Fig. 1: M1 wires
Bar = 10 um.
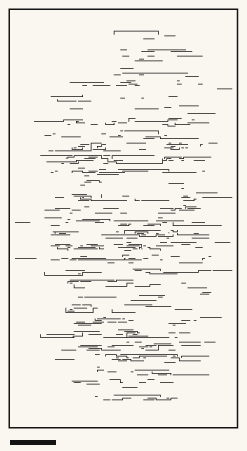
Fig. 2: M3 wires
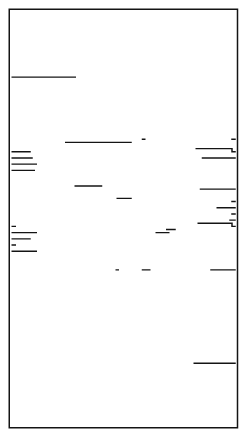
Fig. 3: M2 wires
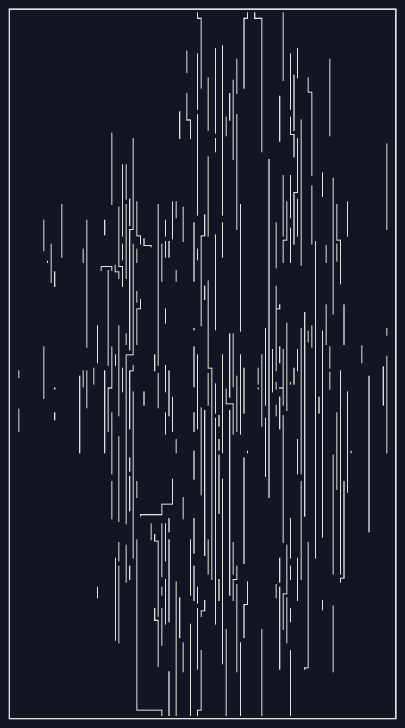
`src/rtl/adder_bench_pkg.sv`:
```
// adder_bench_pkg: shared definitions for the adder benchmarking set.
//   ST_IDLE/ST_RUN/ST_DONE : sequencer state encodings (2'd3 is illegal)
//   seq_state_e            : enum built on those encodings
package adder_bench_pkg;

    localparam logic [1:0] ST_IDLE = 2'd0;
    localparam logic [1:0] ST_RUN  = 2'd1;
    localparam logic [1:0] ST_DONE = 2'd2;

    typedef enum logic [1:0] {
        S_IDLE    = ST_IDLE,
        S_RUN     = ST_RUN,
        S_DONE    = ST_DONE,
        S_ILLEGAL = 2'd3
    } seq_state_e;

endpackage

```
`src/rtl/full_adder_cell.sv`:
```
// full_adder_cell: one-bit full adder made from two half adders plus an OR.
//   a_i, b_i : addend bits
//   cin_i    : carry in
//   s_o      : sum bit
//   cout_o   : carry out
module full_adder_cell (
    input  logic a_i,
    input  logic b_i,
    input  logic cin_i,
    output logic s_o,
    output logic cout_o
);

    logic s0, c0, c1;

    half_adder u_ha0 (.a_i(a_i), .b_i(b_i),   .s_o(s0),  .c_o(c0));
    half_adder u_ha1 (.a_i(s0),  .b_i(cin_i), .s_o(s_o), .c_o(c1));

    // Both half-adder carries can never be 1 together, so OR suffices.
    assign cout_o = c0 | c1;

endmodule

```
`src/rtl/half_adder.sv`:
```
// half_adder: single-bit half adder.
//   a_i, b_i : addend bits
//   s_o      : sum bit
//   c_o      : carry out
module half_adder (
    input  logic a_i,
    input  logic b_i,
    output logic s_o,
    output logic c_o
);

    assign s_o = a_i ^ b_i;
    assign c_o = a_i & b_i;

endmodule

```
`src/rtl/serial_add_sequencer.sv`:
```
// serial_add_sequencer: bit-serial add/subtract, one bit per clock, LSB first.
//   clk, rst_n          : clock, async active-low reset
//   in_valid/in_ready   : operand handshake (in_a, in_b, in_sub: 1 = A-B)
//   out_valid/out_ready : result handshake
//   out_sum             : WIDTH-bit result (modulo 2^WIDTH)
//   out_carry           : carry out of MSB (subtract: 1 = no borrow)
//   out_ovf             : signed overflow
//   busy                : high while computing or holding a result
module serial_add_sequencer
    import adder_bench_pkg::*;
#(
    parameter int WIDTH = 8,
    parameter int CNT_W = $clog2(WIDTH)
) (
    input  logic             clk,
    input  logic             rst_n,
    input  logic             in_valid,
    output logic             in_ready,
    input  logic [WIDTH-1:0] in_a,
    input  logic [WIDTH-1:0] in_b,
    input  logic             in_sub,
    output logic             out_valid,
    input  logic             out_ready,
    output logic [WIDTH-1:0] out_sum,
    output logic             out_carry,
    output logic             out_ovf,
    output logic             busy
);

    seq_state_e       state_q, state_d;
    logic [WIDTH-1:0] a_q, a_d;      // operand A, also collects the result
    logic [WIDTH-1:0] b_q, b_d;
    logic             carry_q, carry_d;
    logic [CNT_W-1:0] cnt_q, cnt_d;
    logic [WIDTH-1:0] sum_q, sum_d;
    logic             cout_q, cout_d;
    logic             ovf_q, ovf_d;

    logic fa_s, fa_cout;

    full_adder_cell u_fa (
        .a_i   (a_q[0]),
        .b_i   (b_q[0]),
        .cin_i (carry_q),
        .s_o   (fa_s),
        .cout_o(fa_cout)
    );

    always_comb begin
        state_d = state_q;
        a_d     = a_q;
        b_d     = b_q;
        carry_d = carry_q;
        cnt_d   = cnt_q;
        sum_d   = sum_q;
        cout_d  = cout_q;
        ovf_d   = ovf_q;
        unique case (state_q)
            S_IDLE: begin
                if (in_valid) begin
                    // Subtract as A + ~B + 1: invert B, seed carry with 1.
                    a_d     = in_a;
                    b_d     = in_b ^ {WIDTH{in_sub}};
                    carry_d = in_sub;
                    cnt_d   = '0;
                    state_d = S_RUN;
                end
            end
            S_RUN: begin
                // A's consumed LSB slot is reused: sum bits enter at the MSB,
                // so after WIDTH shifts a_q holds the full result.
                a_d     = {fa_s, a_q[WIDTH-1:1]};
                b_d     = {1'b0, b_q[WIDTH-1:1]};
                carry_d = fa_cout;
                cnt_d   = cnt_q + CNT_W'(1);
                if (cnt_q == CNT_W'(WIDTH - 1)) begin
                    sum_d   = {fa_s, a_q[WIDTH-1:1]};
                    cout_d  = fa_cout;
                    ovf_d   = carry_q ^ fa_cout;   // carry into MSB ^ carry out
                    state_d = S_DONE;
                end
            end
            S_DONE: begin
                if (out_ready) state_d = S_IDLE;
            end
            default: state_d = S_IDLE;
        endcase
    end

    always_ff @(posedge clk or negedge rst_n) begin
        if (!rst_n) begin
            state_q <= S_IDLE;
            a_q     <= '0;
            b_q     <= '0;
            carry_q <= 1'b0;
            cnt_q   <= '0;
            sum_q   <= '0;
            cout_q  <= 1'b0;
            ovf_q   <= 1'b0;
        end else begin
            state_q <= state_d;
            a_q     <= a_d;
            b_q     <= b_d;
            carry_q <= carry_d;
            cnt_q   <= cnt_d;
            sum_q   <= sum_d;
            cout_q  <= cout_d;
            ovf_q   <= ovf_d;
        end
    end

    assign in_ready  = (state_q == S_IDLE);
    assign out_valid = (state_q == S_DONE);
    assign busy      = (state_q == S_RUN) || (state_q == S_DONE);
    assign out_sum   = sum_q;
    assign out_carry = cout_q;
    assign out_ovf   = ovf_q;

endmodule

```
`config.mk`:
```
export PLATFORM = sky130hd
export DESIGN_NAME = serial_add_sequencer
export DESIGN_NICKNAME = d
export VERILOG_FILES = /design/src/rtl/adder_bench_pkg.sv /design/src/rtl/full_adder_cell.sv /design/src/rtl/half_adder.sv /design/src/rtl/serial_add_sequencer.sv
export SDC_FILE = /design/constraint.sdc
export NUM_CORES = 1
export LEC_CHECK = 0
export CAP_MARGIN = 20
export CORE_ASPECT_RATIO = 2
export CORE_MARGIN = 4
export CORE_UTILIZATION = 45
export DETAILED_ROUTE_END_ITERATION = 12
export PLACE_DENSITY = 0.82
export SLEW_MARGIN = 20
export SYNTH_ARGS = -nofsm -noshare
export SYNTH_HDL_FRONTEND = slang
export SYNTH_SLANG_ARGS = --single-unit
export TNS_END_PERCENT = 10
```
`constraint.sdc`:
```
create_clock -name clk -period 1.6 [get_ports clk]
set_input_delay 0.32 -clock clk [delete_from_list [all_inputs] [get_ports clk]]
set_output_delay 0.32 -clock clk [all_outputs]
set_load 0.005 [all_outputs]
```
==> deck_impl_summary.md <==
Run Summary

Clocking
  • CTS root buffer: clkbuf_8
  • CTS clk-pin slew, worst paths: 0.07 ns
  • CTS tree: built
  • H-tree depth: 2
  • Max Root-Sink Buffers: 2
  • Worst skew pair latency: 0.28 ns
  • Cts hold-fix bufs: 0
  • TritonCTS Sinks: 32

Die
  • Core ar.: 0.00338 mm^2
  • I/O Pins: 34
  • Fp_density: 0.461
  • Rows: 30
  • Die width: 49.6 um
  • Die y size: 91.2 um

Setup path
  • Worst path required time: 1.28 ns
  • Setup crit start kind: register
  • Critical path arrival: 1.26 ns
  • Worst setup path class: register to primary output
  • Worst path bufs/invs: 2
  • Critical Path End Type: primary output
  • CP Max Fanout: 2
  • CP delay by family, top: buffers and inverters
  • CP max-delay cell: dfrtp_1
  • Slowest stage delay, CP: 0.39 ns

Global route
  • Largest net degree at the start of global routing: 38
  • Tot GR Track Use: 0.160
  • Initial antenna violation count: 0
  • First-pass GRT wire length: 5530 um

Drt
  • First-pass iteration count of the detailed router: 4
  • Post-DRT Antenna Nets: 0
  • Total Wirelength: 3170 um
  • Avg Vias per Cell: 5.29
  • Drt wl/cell: 15.1 um
  • Drc violations: 0
  • Via Count: 1,110
  • Initial drt markers: 15

STA
  • Final period util: 0.989
  • Clock Skew: 0.00576 ns
  • Final setup viols: 0
  • RSZ-0062 raised after global routing: yes
  • Fmax: 632 MHz
  • Final worst slack: 0.0172 ns
  • Fin. max-slew vios: 0
  • Total negative setup slack: 0 ns
  • Crit path time final: 1.58 ns
  • Slew margin rel.: 0.734

Yosys
  • Mapped Area: 0.00156 mm^2
  • Main synth FF type: dfrtp_1
  • Distinct lib cells: 21
  • Ys async rst share: 1.00
  • Post-synth regs: 32
  • Syn_area_per_cell: 11.9 um^2
  • Post-synth area from yosys stat: 0.00156 mm^2
  • Post-Synthesis Cells: 131
  • Post-synth seq share: 0.514

Outcome
  • Status: finished clean

Flow run
  • Max-Cap Viols: 0

Power
  • Pwr dens: 1900 mW/mm^2
  • Max rail drop VDD: 1030 uV
  • Lkg Pwr: 0.982 nW

Final layout
  • Storage element area: 801 um^2
  • FILL cells: 270
  • Commonest Layout Cell: dfrtp_1
  • Layout Nets: 204

Min path
  • Hold Path Class: input port to asynchronous set/reset pin
-- Fig. 1 (at the start) --
share of all routed wire: 37%
nets with wire on the layer: 172
longest straight run: 14.3 um
wire length on this layer: 1,160 um
main direction: horizontal

-- Fig. 2 (at the start) --
share of all routed wire: 4.2%
nets with wire on the layer: 25
main direction: horizontal

-- Fig. 3 (at the start) --
share of all routed wire: 57%
wire length on this layer: 1,810 um

kinds of logic after synthesis:
| group | count (synthesis) | synth area share |
|---|---|---|
| multiplexers | 27 | 0.190 |
| XOR/XNOR | 9 | 0.0506 |
| AND-OR/OR-AND | 24 | 0.0884 |
| buffers and inverters | 10 | 0.0450 |
| AND/OR/NAND/NOR | 23 | 0.0587 |
| flip-flops | 32 | 0.514 |
| adder cells (fa/ha/maj) | 6 | 0.0531 |
layer usage:
metal	vias up	part of all wire	GRT usage
li1	541	-	-
met1	531	0.37	0.177
met2	32	0.57	0.275
met3	6	0.041	0.0312
met4	0	0.021	0.0901
met5	-	0	0
synthesized netlist by cell type, types with 2 or more instances:
cell type	count	area share
xor2_1	7	0.039
buf_2	3	0.0096
a32o_1	2	0.013
xnor2_1	2	0.011
inv_1	2	0.0048
mux2_2	10	0.072
ha_1	5	0.040
a31oi_1	2	0.0080
nand2b_1	2	0.0080
buf_6	3	0.022
o21ai_1	17	0.055
nand2_1	21	0.051
dfrtp_1	32	0.51
mux2i_1	16	0.10
worst register-to-register path, delay by kind of cell (launching register included):
family | cells | cell delay, ns
buffers and inverters | 4 | 0.50
DFF | 1 | 0.38
AOI/OAI and AO/OA | 1 | 0.24
muxes | 1 | 0.19
adders and majority gates | 1 | 0.16
worst paths after layout:
path	from	endpoint	slack, ns	cells after the start
hold reg to reg	b_q[1]$_DFFE_PN0P_	b_q[1]$_DFFE_PN0P_	0.49	2
min in group clk	b_q[1]$_DFFE_PN0P_	b_q[1]$_DFFE_PN0P_	0.49	2
setup reg to reg	state_q[0]$_DFFE_PN0P_	b_q[7]$_DFFE_PN0P_	0.04	7
setup / recovery	state_q[1]$_DFFE_PN0P_	out_valid	0.02	3
max in group asynchronous	rst_n	b_q[3]$_DFFE_PN0P_	0.86	2
hold / removal	rst_n	out_sum[2]$_DFFE_PN0P_	0.44	2
where the power goes:
group	leakage, nW	internal [W]	switching [W]
logic	0.516	0.00100	0.000846
registers	0.411	0.00116	0.000227
clock network	0.0552	0.000462	0.000290
cell type report:
cell class / count / area share
clock inverters: 2 / 0.0166
flip-flops and latches: 32 / 0.380
repair buffers: 46 / 0.207
multi-input cells: 89 / 0.335
inverters: 3 / 0.00654
clock buffers: 6 / 0.0345
well taps: 32 / 0.0190
state kept, by name (all words and copies together) (netlist names):
name	cells
out_sum	8
cnt_q	3
out_carry	1
b_q	8
a_q	8
carry_q	1
state_q	2
out_ovf	1
metrics by stage:
stage / area, um^2 / cells / hold WS (ns) / utilization / power, W
after floorplan: 1560 / 131 / 0.0244 / - / 0.00254
after CTS: 2090 / 210 / 0.449 / 0.619 / 0.00401
after global routing: 2100 / 210 / 0.489 / 0.623 / 0.00432
after global placement: 1960 / 199 / 0.464 / 0.580 / 0.00311
final: 2100 / 210 / 0.439 / 0.623 / 0.00399
after detailed placement: 1960 / 199 / 0.477 / 0.580 / 0.00322
timing repair:
action	4_1_cts	5_1_grt
pin swaps	1	0
setup buffers	3	0
gates resized	6	4
endpoints found under the setup margin	3	31
Power and IR drop assume default switching activity.
